cell_classes.png
Drawn at 3 px/µm.
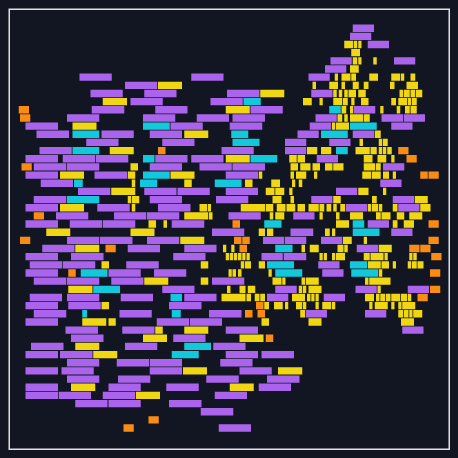
final_placement.png
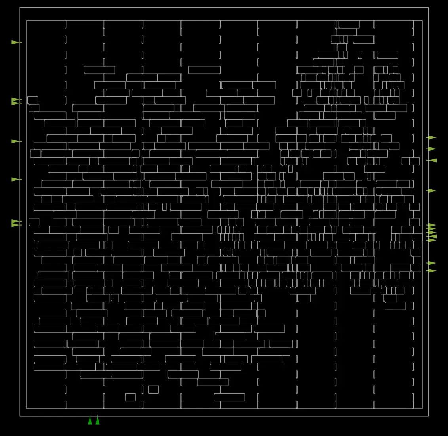
drive_strength.png
Drawn at 2 px/µm.
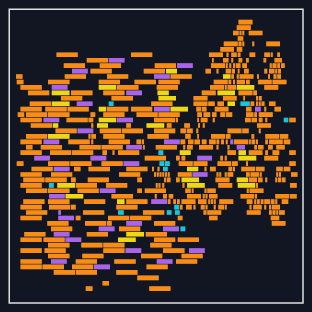
registers.png
Drawn at 2 px/µm. Other sequential cells in the stronger gray, the rest of the logic in the fainter gray.
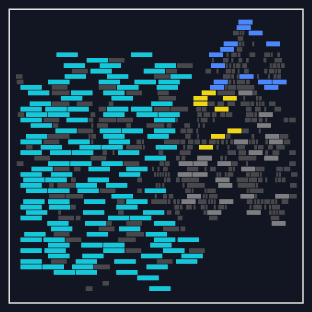
met3.png
Drawn at 2 px/µm. Cells faint in the background.
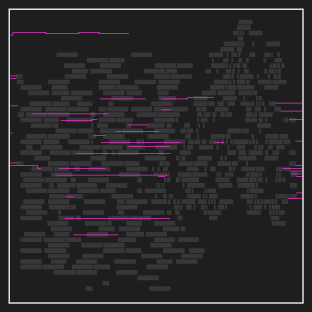
$ cat config.mk
export PLATFORM = sky130hd
export DESIGN_NAME = uart_tx_fifo
export DESIGN_NICKNAME = d
export VERILOG_FILES = /design/src/rtl/uart_tx_fifo.sv
export SDC_FILE = /design/constraint.sdc
export NUM_CORES = 1
export LEC_CHECK = 0
export CAP_MARGIN = 10
export CORE_MARGIN = 2
export CORE_UTILIZATION = 35
export DETAILED_ROUTE_END_ITERATION = 10
export PLACE_DENSITY = 0.54
export SYNTH_ARGS = -nofsm -noshare
export SYNTH_HDL_FRONTEND = slang
export SYNTH_SLANG_ARGS = --single-unit
$ cat constraint.sdc
create_clock -name clk -period 4.5 [get_ports clk]
set_input_delay 1.125 -clock clk [delete_from_list [all_inputs] [get_ports clk]]
set_output_delay 1.125 -clock clk [all_outputs]
set_load 0.01 [all_outputs]
$ cat src/rtl/uart_tx_fifo.sv
// uart_tx_fifo: FIFO-buffered 8N1 UART transmitter with optional even/odd parity
module uart_tx_fifo #(
  parameter int BAUD_DIV   = 10417,
  parameter int FIFO_DEPTH = 16,
  parameter int PARITY     = 0
) (
  input  logic                          clk,
  input  logic                          rst,
  input  logic [7:0]                    d_tx,
  input  logic                          vld_tx,
  output logic                          rdy_tx,
  output logic                          txd,
  output logic                          busy,
  output logic [$clog2(FIFO_DEPTH):0]   count,
  output logic                          frame_done
);
  localparam int AW = $clog2(FIFO_DEPTH);
  localparam int CW = AW + 1;
  localparam int BW = $clog2(BAUD_DIV);
  localparam logic [BW-1:0] B_LAST = BW'(BAUD_DIV - 1);
  localparam logic [CW-1:0] FULL = CW'(FIFO_DEPTH);
  typedef enum logic [2:0] {IDLE, START, DATA, PAR, STOP} state_t;
  state_t state, nxt_state;
  logic [7:0] mem [FIFO_DEPTH];
  logic [AW-1:0] wp, rp;
  logic [BW-1:0] baud;
  logic [2:0] bit_idx;
  logic [7:0] shift, nxt_shift;
  logic par, nxt_par, nxt_txd, bnd, push, pop;
  assign rdy_tx = count != FULL;
  assign busy = state != IDLE || count != '0;
  assign frame_done = state == STOP && bnd;
  // next state, pop decision and the value txd will carry after this edge
  always_comb begin
    bnd = baud == B_LAST;
    push = vld_tx && rdy_tx;
    pop = (state == IDLE || (state == STOP && bnd)) && count != '0;
    nxt_state = state;
    case (state)
      IDLE:    nxt_state = count != '0 ? START : IDLE;
      START:   nxt_state = bnd ? DATA : START;
      DATA:    nxt_state = bnd && bit_idx == 3'd7 ? (PARITY != 0 ? PAR : STOP) : DATA;
      PAR:     nxt_state = bnd ? STOP : PAR;
      STOP:    nxt_state = bnd ? (count != '0 ? START : IDLE) : STOP;
      default: nxt_state = IDLE;
    endcase
    nxt_shift = pop ? mem[rp] : state == DATA && bnd ? shift >> 1 : shift;
    nxt_par = pop ? ^mem[rp] ^ (PARITY == 2) : par;
    nxt_txd = nxt_state == START ? 1'b0 : nxt_state == DATA ? nxt_shift[0] : nxt_state == PAR ? nxt_par : 1'b1;
  end
  // FIFO storage; stale writes during reset are harmless since pointers clear
  always_ff @(posedge clk) begin
    if (push) mem[wp] <= d_tx;
  end
  // state, baud timing, shifter, FIFO pointers/count and registered txd
  always_ff @(posedge clk) begin
    if (rst) begin
      state <= IDLE;
      wp <= '0;
      rp <= '0;
      count <= '0;
      baud <= '0;
      bit_idx <= '0;
      shift <= '0;
      par <= 1'b0;
      txd <= 1'b1;
    end else begin
      state <= nxt_state;
      baud <= (nxt_state != state || state == IDLE || bnd) ? '0 : baud + 1'b1;
      bit_idx <= pop ? '0 : state == DATA && bnd ? bit_idx + 3'd1 : bit_idx;
      shift <= nxt_shift;
      par <= nxt_par;
      txd <= nxt_txd;
      wp <= push ? wp + 1'b1 : wp;
      rp <= pop ? rp + 1'b1 : rp;
      count <= count + CW'(push) - CW'(pop);
    end
  end
endmodule

==> impl_metrics.toml <==
# implementation run metrics
[outcome]
status = "finished, final reports clean"

[layout]
comb_share = 0.259
clk_share = 0.0770
nonClkBufAreaFrac = 0.0333
diodes = 0
top_regs = "mem x128, baud x14, shift x8"
mostFrequentLayoutCells = "edfxtp_1, nor2_1, dfxtp_1"
largest_reg_flops = 128

[critical_path]
reg2reg_to = "count[4]$_SDFF_PP0_"
crit_top_cell = "inv_1"
ff2ff_setup_slack_ns = 0.66
path_buffers = 4
cp_top_family = "simple AND/OR/NAND/NOR gates"
rr_worst_depth = 14
end_kind = "register"

[power]
p_clk_frac = 0.331
internal-power_mw = 3.20
p_clk_mw = 1.52
combPwrFrac = 0.230
pg_comb_mw = 1.05

[route]
met3_length_um = 577
post_drt_wl_per_cell_um = 17.5
drt-initial-drc-count = 174
routed_wl_um = 13400
viasPerCell = 4.91

[clock_tree]
htree_num_levels = 4
cts_hold_buf = 0
clock-sinks = 175
cts.clk_slew.worst_paths_ns = 0.07
ctsRootBufferMaster = "clkbuf_16"
post_cts_resized = 0
post_cts_buffers = 0

[synthesis]
yosysUniqueCellTypes = 41
yosysMostFrequentCell = "edfxtp_1"
ys_warn_count = 0
simple_gate_area_frac = 0.0814
muxShareOfSynthArea = 0.115
top_cells_by_area = "edfxtp_1, dfxtp_1, mux4_2, nor2_1, ha_1"
logic_family = "multiplexers"
syn_avg_cell_area_um2 = 15.3
edf_count = 128
yosysTopAreaCell = "edfxtp_1"
syn_area_um2 = 7070
syn_inst = 462
ys_ff = 175

[sta]
whs_ns = 0.474
tns_ns = 0
slew_viol_final = 0
fmax_ghz = 0.261
final_min_period_over_clock_period = 0.853
skew_ns = 0.0130

[floorplan]
die_width_um = 146
die_y_um = 146
io_pins = 20

[placed_design]
dp.cells = 734
pre_cts_ws_ns = 0.671
place_area_um2 = 7570

[grt]
track_usage = 0.132
grt_antenna_before_repair = 0
grt_pass1_vias = 3853
use_met3 = 0.0316
-- cell_classes.png (at the start) --
legend:
  purple:
    class: flip-flops
    cells: 175
  orange:
    class: other buffers and delay cells
    cells: 30
  yellow:
    class: all other logic
    cells: 264
  cyan:
    class: clock drivers and dummy loads
    cells: 32
core region area: 19700 µm²
post-layout util: 0.417
flop share of the area: 0.584
Final Cell Area: 8200 µm²
FP Rows: 51

-- final_placement.png (at the start) --
number of fill cells: 1787
Non-Filler Instances: 766
Tapcells: 265
flip-flops: 175

-- drive_strength.png (at the start) --
legend:
  purple:
    size: drive 2
    cells: 38
  yellow:
    size: drive 6 and up
    cells: 30
  cyan:
    size: drive 3 to 4
    cells: 13
  orange:
    size: drive 1 or less
    cells: 420
post-route setup slack: 0.663 ns
Buffers, non-clock: 30
Syn-to-layout area delta: 16.0%

-- registers.png (at the start) --
legend:
  blue:
    signal: baud
    flops: 14
    where: upper right
  cyan:
    signal: mem
    flops: 128
  yellow:
    signal: shift
    flops: 8
not colored: 25
sequential cell area: 4790 µm²
Seq group: 2.01 mW

-- met3.png (at the start) --
main direction: horizontal
nets with wire on the layer: 27

Power is estimated from default activity; no workload was simulated.
